--- src/rtl/cache_req_adapter.sv ---
// cache_req_adapter
//   Buffers core memory requests, packs them into the 70-bit cache put request
//   {byte_en,tag,index,data,msi_valid,msi_data,ignore_response}, tracks in-flight
//   tags and turns the 52-bit cache row {tag,data,msi} into a core response with
//   a hit flag. One instance per core per cache.
//   Optional feature macro: CACHE_ADAPTER_STATS_EN (hit/miss counters).
module cache_req_adapter #(
  parameter int unsigned REQ_DEPTH = 2,
  parameter int unsigned TAG_DEPTH = 2,
  parameter int          CORE_ID   = 3,
  parameter int          CACHE_TY  = 3
) (
  input  logic        CLK,
  input  logic        RST,
  input  logic        core_req_valid,
  output logic        core_req_ready,
  input  logic [3:0]  core_req_byte_en,
  input  logic [31:0] core_req_addr,
  input  logic [31:0] core_req_data,
  input  logic        core_req_msi_valid,
  input  logic [1:0]  core_req_msi_data,
  input  logic        core_req_ignore_resp,
  output logic        cache_put_valid,
  input  logic        cache_put_ready,
  output logic [69:0] cache_put_request,
  output logic        cache_get_valid,
  input  logic        cache_get_ready,
  input  logic [51:0] cache_get_response,
  output logic        core_resp_valid,
  input  logic        core_resp_ready,
  output logic        core_resp_hit,
  output logic [31:0] core_resp_data,
  output logic [1:0]  core_resp_msi,
  output logic [17:0] core_resp_tag,
  output logic [31:0] stat_hits,
  output logic [31:0] stat_misses
);

  localparam int unsigned RAW = $clog2(REQ_DEPTH);
  localparam int unsigned TAW = $clog2(TAG_DEPTH);

  // Request FIFO: packed requests, pointers carry an extra wrap bit
  logic [69:0]  req_mem [REQ_DEPTH];
  logic [RAW:0] req_wp, req_rp;
  logic         req_empty, req_full, req_push, req_pop;
  logic [69:0]  req_head, req_packed;

  // Tag queue: tags of issued requests that expect a response
  logic [17:0]  tag_mem [TAG_DEPTH];
  logic [TAW:0] tag_wp, tag_rp;
  logic         tag_empty, tag_full, tag_push, tag_pop;
  logic [17:0]  tag_head;

  // Response register
  logic         resp_valid_q, resp_hit_q;
  logic [31:0]  resp_data_q;
  logic [1:0]   resp_msi_q;
  logic [17:0]  resp_tag_q;

  logic         head_ignore, put_fire, get_fire, row_hit;
  logic [17:0]  row_tag;
  logic [31:0]  row_data;
  logic [1:0]   row_msi;

  // Address byte offset and the ID parameters are not consumed by the datapath
  logic unused_ok;
  assign unused_ok = &{1'b0, core_req_addr[1:0], CORE_ID[0], CACHE_TY[0]};

  // Request packing, FIFO status and handshake decode
  always_comb begin
    req_packed  = {core_req_byte_en, core_req_addr[31:14], core_req_addr[13:2],
                   core_req_data, core_req_msi_valid, core_req_msi_data,
                   core_req_ignore_resp};
    req_empty   = (req_wp == req_rp);
    req_full    = (req_wp[RAW] != req_rp[RAW]) &&
                  (req_wp[RAW-1:0] == req_rp[RAW-1:0]);
    tag_empty   = (tag_wp == tag_rp);
    tag_full    = (tag_wp[TAW] != tag_rp[TAW]) &&
                  (tag_wp[TAW-1:0] == tag_rp[TAW-1:0]);
    req_head    = req_mem[req_rp[RAW-1:0]];
    tag_head    = tag_mem[tag_rp[TAW-1:0]];
    head_ignore = req_head[0];

    core_req_ready    = !req_full;
    req_push          = core_req_valid && !req_full;
    cache_put_valid   = !req_empty && (head_ignore || !tag_full);
    cache_put_request = req_head;
    put_fire          = cache_put_valid && cache_put_ready;
    req_pop           = put_fire;
    tag_push          = put_fire && !head_ignore;

    cache_get_valid   = !tag_empty && (!resp_valid_q || core_resp_ready);
    get_fire          = cache_get_valid && cache_get_ready;
    tag_pop           = get_fire;

    row_tag  = cache_get_response[51:34];
    row_data = cache_get_response[33:2];
    row_msi  = cache_get_response[1:0];
    row_hit  = (row_tag == tag_head) && (row_msi != 2'b00);
  end

  // Request FIFO storage write
  always_ff @(posedge CLK) begin
    if (req_push) req_mem[req_wp[RAW-1:0]] <= req_packed;
  end

  // Tag queue storage write (tag field of the issuing head)
  always_ff @(posedge CLK) begin
    if (tag_push) tag_mem[tag_wp[TAW-1:0]] <= req_head[65:48];
  end

  // FIFO and tag queue pointers
  always_ff @(posedge CLK or posedge RST) begin
    if (RST) begin
      req_wp <= '0;
      req_rp <= '0;
      tag_wp <= '0;
      tag_rp <= '0;
    end else begin
      if (req_push) req_wp <= req_wp + {{RAW{1'b0}}, 1'b1};
      if (req_pop)  req_rp <= req_rp + {{RAW{1'b0}}, 1'b1};
      if (tag_push) tag_wp <= tag_wp + {{TAW{1'b0}}, 1'b1};
      if (tag_pop)  tag_rp <= tag_rp + {{TAW{1'b0}}, 1'b1};
    end
  end

  // Response register: load on get, drop on core accept, both in one cycle allowed
  always_ff @(posedge CLK or posedge RST) begin
    if (RST) begin
      resp_valid_q <= 1'b0;
      resp_hit_q   <= 1'b0;
      resp_data_q  <= '0;
      resp_msi_q   <= '0;
      resp_tag_q   <= '0;
    end else if (get_fire) begin
      resp_valid_q <= 1'b1;
      resp_hit_q   <= row_hit;
      resp_data_q  <= row_data;
      resp_msi_q   <= row_msi;
      resp_tag_q   <= row_tag;
    end else if (core_resp_ready) begin
      resp_valid_q <= 1'b0;
    end
  end

  // Core response outputs
  always_comb begin
    core_resp_valid = resp_valid_q;
    core_resp_hit   = resp_hit_q;
    core_resp_data  = resp_data_q;
    core_resp_msi   = resp_msi_q;
    core_resp_tag   = resp_tag_q;
  end

`ifdef CACHE_ADAPTER_STATS_EN
  logic [31:0] hits_q, misses_q;

  // Saturating hit/miss counters, one event per get handshake
  always_ff @(posedge CLK or posedge RST) begin
    if (RST) begin
      hits_q   <= '0;
      misses_q <= '0;
    end else if (get_fire) begin
      if (row_hit) begin
        if (hits_q != '1) hits_q <= hits_q + 32'd1;
      end else begin
        if (misses_q != '1) misses_q <= misses_q + 32'd1;
      end
    end
  end

  assign stat_hits   = hits_q;
  assign stat_misses = misses_q;
`else
  assign stat_hits   = '0;
  assign stat_misses = '0;
`endif

endmodule

--- config.mk ---
export PLATFORM = sky130hd
export DESIGN_NAME = cache_req_adapter
export DESIGN_NICKNAME = d
export VERILOG_FILES = /design/src/rtl/cache_req_adapter.sv
export SDC_FILE = /design/constraint.sdc
export NUM_CORES = 1
export LEC_CHECK = 0
export ABC_CLOCK_PERIOD_IN_PS = 5500
export CAP_MARGIN = 10
export CORE_UTILIZATION = 30
export DETAILED_ROUTE_END_ITERATION = 8
export PLACE_DENSITY_LB_ADDON = 0.08
export SKIP_LAST_GASP = 1
export SYNTH_ARGS = -nofsm -noshare
export SYNTH_HDL_FRONTEND = slang
export SYNTH_SLANG_ARGS = --single-unit
--- constraint.sdc ---
create_clock -name CLK -period 5.5 [get_ports CLK]
set_input_delay 0.825 -clock CLK [delete_from_list [all_inputs] [get_ports CLK]]
set_output_delay 0.825 -clock CLK [all_outputs]
set_load 0.005 [all_outputs]
Fig. 1: run 1, cells colored by class
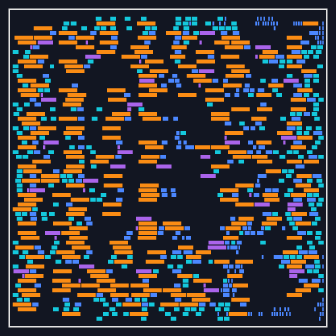
clock drivers and dummy loads -> purple  # cells 52
all other logic -> blue  # cells 263
flip-flops -> orange  # cells 238
other buffers and delay cells -> cyan  # cells 259
row count: 64
core region area: 31000 µm²
post-route cell area: 13200 µm²
Seq area share: 0.520
Core Util, Final: 0.424

Fig. 2: run 1, M4 wires
Cells faint in the background.
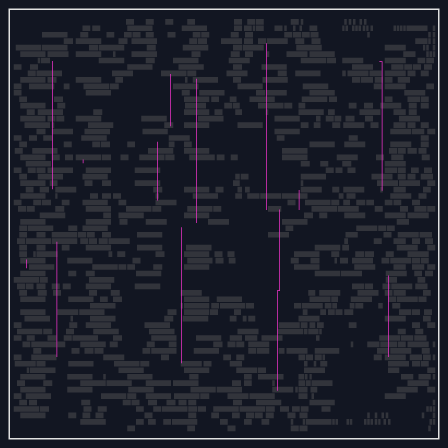
wire length on this layer = 515 µm
nets with wire on the layer = 5
main direction = vertical
final WL: 20.3 mm
vias: 5051

==> summary.txt, run 1 <==
Status: finished clean
Comb area: 2380 µm²
Comb power: 2.68 mW
Seq group: 2.99 mW
Non-clock buffers: 259
Crit path from: req_rp[0]
Placed cell count: 1156
CTS tree: built
Comb_multi_in: 262
Worst Path Max Fanout: 73
GR peak layer: met2
Final min period: 3740 ps
Crit path cell chain: mux2_2 -> nor3_1 -> nor2_1 -> clkdlybuf4s50_1
Root Buffer: clkbuf_16
Cell accounting for the most synthesized area: edfxtp_1
Pleak: 4.95 nW
Wl on met1: 8.04 mm
Initial antenna violation count: 3
RSZ-0062 raised after global routing: false
Setup CP Type: flip-flop to output port
Largest net degree at the start of global routing: 74
Most common cell in the netlist: edfxtp_1
Cell count after synthesis: 519
Peak supply drop: 0.303 mV
Crit end category: output port
Critical path startpoint category: flip-flop
Layout cells sized above 1: 0.209
Flop count: 238
Met2 usage in global routing: 0.209
TritonCTS buffer count: 28
Ports: 321
Post-route setup slack: 1760 ps
Post-Layout Cell Count: 1208
Hold Crit Start: req_wp[1]
Total Power: 7.37 mW
TritonCTS Sinks: 238
Fig. 3: run 1, routed clock nets over the placement
Scale bar: 50 µm.
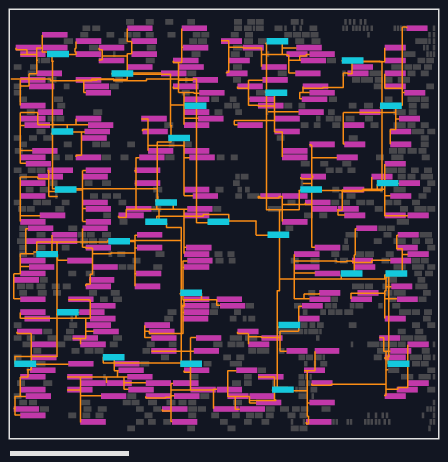
clock wires -> orange  # length 3130 µm
flip-flops -> magenta  # count 238
cells driving clock nets -> cyan  # count 28
flops lie = all over the die
clk_skew: 24.8 ps
Clk pwr share: 0.231
Clk. pwr: 1.70 mW
worst skew pair latency: 540 ps

Fig. 4: run 1, wiring heat map
36 x 36 tiles, from dark blue (low) to red (high), scaled to the fullest tile. Values are wire area over tile area, all layers added.
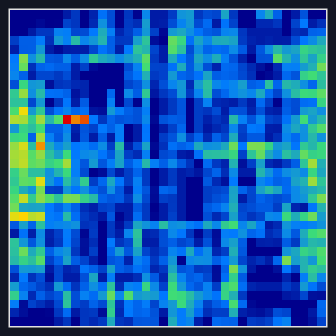
tiles over half the peak = 5.8%
emptiest ninth of the die = center
mean over tiles = 0.10
fullest tile = 0.47
WL/cell: 16.8 µm
GRT Util Overall: 0.123

-- run 1: worst paths after layout --
kind / endpoint / slack [ps] / cells past startpoint
min in group asynchronous: req_rp[0] / 550 / 2
min: req_wp[1] / 480 / 1
max in group asynchronous: core_resp_data[6] / 3960 / 3
max reg2reg: tag_mem[1][0] / 2380 / 3
max: cache_put_valid / 1760 / 4
min reg2reg: req_wp[1] / 480 / 1
-- run 1: logic make-up (layout without fill, tap and decap cells) --
group                     count (synthesis)  after routing  synth area share
buffers and inverters                    82            312            0.0626
DFF                                     238            238             0.716
xor gates and xnor gates                 31             31            0.0284
muxes                                   140            140             0.177
other                                     1             64          0.000393
AOI/OAI and AO/OA                         4              4           0.00288
and+or+nand+nor                          23             23            0.0126
Fig. 5: run 1, clock routing
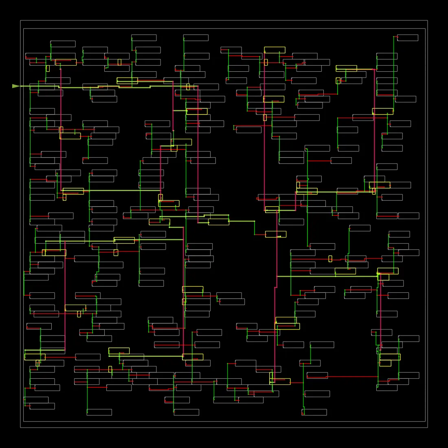

--- run 2 (diff from run 1) ---
--- a/config.mk
+++ b/config.mk
@@ -5,7 +5,7 @@
 export SDC_FILE = /design/constraint.sdc
 export NUM_CORES = 1
 export LEC_CHECK = 0
-export ABC_CLOCK_PERIOD_IN_PS = 5500
+export ABC_CLOCK_PERIOD_IN_PS = 3340
 export CAP_MARGIN = 10
 export CORE_UTILIZATION = 30
 export DETAILED_ROUTE_END_ITERATION = 8
==> constraint.sdc (replaced) <==
create_clock -name CLK -period 3.34 [get_ports CLK]
set_input_delay 0.501 -clock CLK [delete_from_list [all_inputs] [get_ports CLK]]
set_output_delay 0.501 -clock CLK [all_outputs]
set_load 0.005 [all_outputs]
Fig. 6: run 2, clock routing
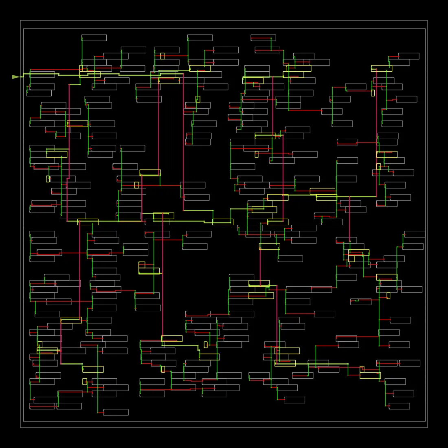
worst skew pair latency: 530 ps
clk_skew: 7.26 ps
TritonCTS Sinks: 238
final-layout clock buffer total: 32
TritonCTS buffer count: 28

==> run 2 against run 1 <==
  * Combinational power is 72% higher
  * Global-route usage increased by 0.26 points
  * Via count rose by 0.42%
  * Register-to-register slack lost 1400 ps
  * Critical path type unchanged
==> summary.txt, run 2 <==
Post-route setup slack: 254 ps (-1510 ps)
Crit path cell chain: buf_4 -> mux2_2 -> clkdlybuf4s50_1
RSZ-0062 raised after global routing: false
Post-synthesis simple-gate area fraction: 0.0126 (unchanged)
Setup CP Type: flip-flop to output port
Post-Layout Cell Count: 1214 (+0.50%)
Seq group: 4.83 mW (+62%)
Layout cells sized above 1: 0.226 (+0.0168)
Clk. pwr: 3.11 mW (+83%)
Hold Crit Start: req_wp[1]
Compound Share, Synth: 0.00288 (unchanged)
Synth logic family: multiplexers
Crit path from: req_rp[0]
Clk pwr share: 0.248 (+0.017)
WL/cell: 17.1 µm (+1.4%)
Root Buffer: clkbuf_16
Ports: 321 (unchanged)
Final min period: 3090 ps
Largest net degree at the start of global routing: 52 (-30%)
Comb power: 4.60 mW (+72%)
Post-Synth XOR/XNOR Area: 0.0284 (unchanged)
Worst Path Max Fanout: 33 (-55%)
CTS tree: built
Pleak: 5.05 nW (+2.1%)
RR Endpoint: req_mem[1][4]
WP depth: 3 (-1)
Initial antenna violation count: 1 (-2)
Cell accounting for the most synthesized area: edfxtp_1
Most common cell in the netlist: edfxtp_1
Placed cell count: 1164 (+0.69%)
Row count: 64 (unchanged)
Mux area share: 0.177 (unchanged)
Crit end category: output port
Total Power: 12.5 mW (+70%)
Cell count after synthesis: 519 (unchanged)
GRT Util Overall: 0.126 (+0.00262)
Status: finished clean
Hold Path Cell Cnt: 1 (unchanged)
Post-placement setup slack: 741 ps
Post-Synth Adder-Cell Area: 0 (unchanged)
Core region area: 31000 µm² (unchanged)
Reg2reg path depth: 4 (+1)
Fig. 7: run 2, M4 wires
Cells faint in the background.
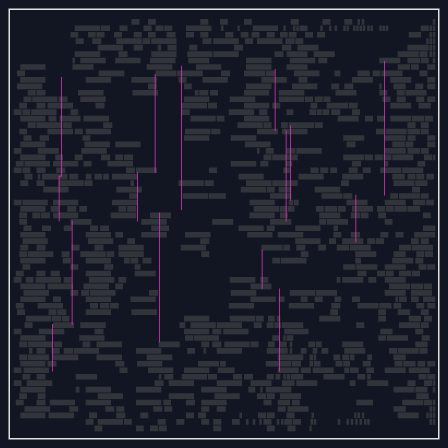
nets with wire on the layer = 4
main direction = vertical
wire length on this layer = 524 µm
longest straight run = 60.5 µm
share of all routed wire = 2.5%
vias: 5072
final WL: 20.7 mm

[run 2: layout make-up]
type                            instances  area [µm²]  share of cell area
Timing Repair Buffer                  267        2680               0.201
Tap cell                              396         495              0.0371
Multi-Input combinational cell        262        2380               0.178
Sequential cell                       238        6840               0.512
Inverter                                1        3.75            0.000281
Clock inverter                         18         215              0.0161
Clock buffer                           32         737              0.0552
[run 2: metrics by stage]
step	utilization	area (µm²)
6_report	0.431	13300
5_1_grt	0.431	13300
4_1_cts	0.431	13300
3_5_place_dp	0.400	12400
3_3_place_gp	0.400	12400
2_1_floorplan	-	9790
[run 2: routing by layer]
metal  global-route usage  part of all wire
met1                0.154              0.41
met2                0.203              0.46
met3               0.0527              0.10
met4               0.0362             0.025
met5                    0                 0
--- run 3 (diff from run 2) ---
--- a/config.mk
+++ b/config.mk
@@ -5,6 +5,7 @@
 export SDC_FILE = /design/constraint.sdc
 export NUM_CORES = 1
 export LEC_CHECK = 0
+export ABC_AREA = 1
 export ABC_CLOCK_PERIOD_IN_PS = 3340
 export CAP_MARGIN = 10
 export CORE_UTILIZATION = 30
Fig. 8: run 3, cells colored by class
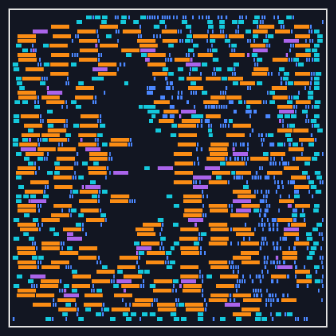
other buffers and delay cells -> cyan  # cells 269
all other logic -> blue  # cells 618
flip-flops -> orange  # cells 238
clock drivers and dummy loads -> purple  # cells 53
Core Util, Final: 0.424
row count: 65
Seq area share: 0.507
core region area: 31800 µm²

Fig. 9: run 3, routed clock nets over the placement
Scale bar: 50 µm.
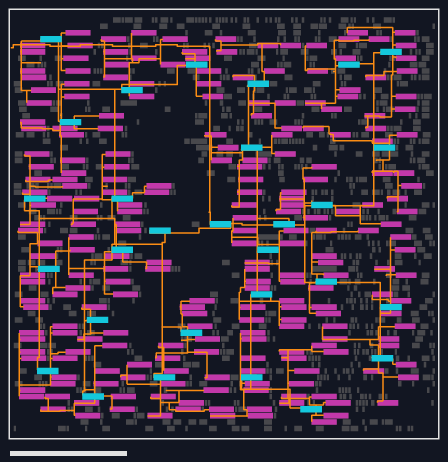
cells driving clock nets -> cyan  # count 29
flip-flops -> magenta  # count 238
clock wires -> orange  # length 3230 µm
flops lie = all over the die
clk_skew: 13.6 ps
worst skew pair latency: 540 ps

==> run 3 against run 2 <==
  * Count of clock-buffer cells in the layout is 2 lower
  * Maximum frequency is 3.7% higher
  * Register-to-register slack better by 370 ps
  * Area after synthesis is 2.2% higher
==> summary.txt, run 3 <==
Mux area share: 0 (-0.177)
Root Buffer: clkbuf_16
Met3 WL: 2.21 mm (+5.7%)
Compound Share, Synth: 0.0172 (+0.0143)
Post-Layout Cell Count: 1615 (+33%)
Vias: 6381 (+26%)
Met2 Wirelength: 10.0 mm (+5.4%)
Crit path cell chain: inv_2 -> buf_12 -> nand2_1 -> nand2_1 -> clkdlybuf4s50_1
Top Metal Used: met5
Pleak: 5.76 nW (+14%)
Post-Synth XOR/XNOR Area: 0.00897 (-0.0195)
Met2 usage in global routing: 0.211 (+0.00809)
Comb power: 4.67 mW (+2%)
Status: finished clean
TritonCTS buffer count: 29 (+3.6%)
RSZ-0062 raised after global routing: false
Crit end category: output port
GRT met3 Usage: 0.0557 (+0.00293)
WL/cell: 14.0 µm (-18%)
Final min period: 2980 ps (-109 ps)
Largest net degree at the start of global routing: 52 (unchanged)
Post-Synth Adder-Cell Area: 0 (unchanged)
Layout cells sized above 1: 0.0688 (-0.157)
GRT Util Overall: 0.134 (+0.00853)
Final WL: 22.7 mm (+9.5%)
RR Endpoint: core_resp_msi[0]
Wl on met1: 9.74 mm (+13%)
Initial antenna violation count: 4 (+3)
Reg2reg path depth: 9 (+5)
Placed cell count: 1560 (+34%)
==> run 3: cell types whose count changed after synthesis, sizes merged, moves of 4 or more <==
cell,delta
nand3,+20
xnor2,-4
nor2,+13
clkbuf,+13
xor2,-17
nand2,+432
mux2,-122
o21ai,+19
mux2i,-18
inv,+43
==> run 3: cells by family (layout without fill, tap and decap cells) <==
group | count (synthesis) | after routing
simple gates | 475 | 475
flops | 238 | 238
buf+inv | 138 | 366
compound gates | 25 | 25
xor+xnor | 10 | 10
other cells | 1 | 66
==> run 3: final cells by class <==
class,instances,area (µm²),share of cell area
sequential,238,6840,0.507
timing repair buffer,269,2710,0.201
multi-input combinational,574,2340,0.173
clock buffer,30,729,0.0541
tap,435,544,0.0403
clock inverter,23,165,0.0122
inverter,44,165,0.0122
antenna,2,5.00,0.000371
Power figures rest on the tool's default switching activity, not on a simulated workload.
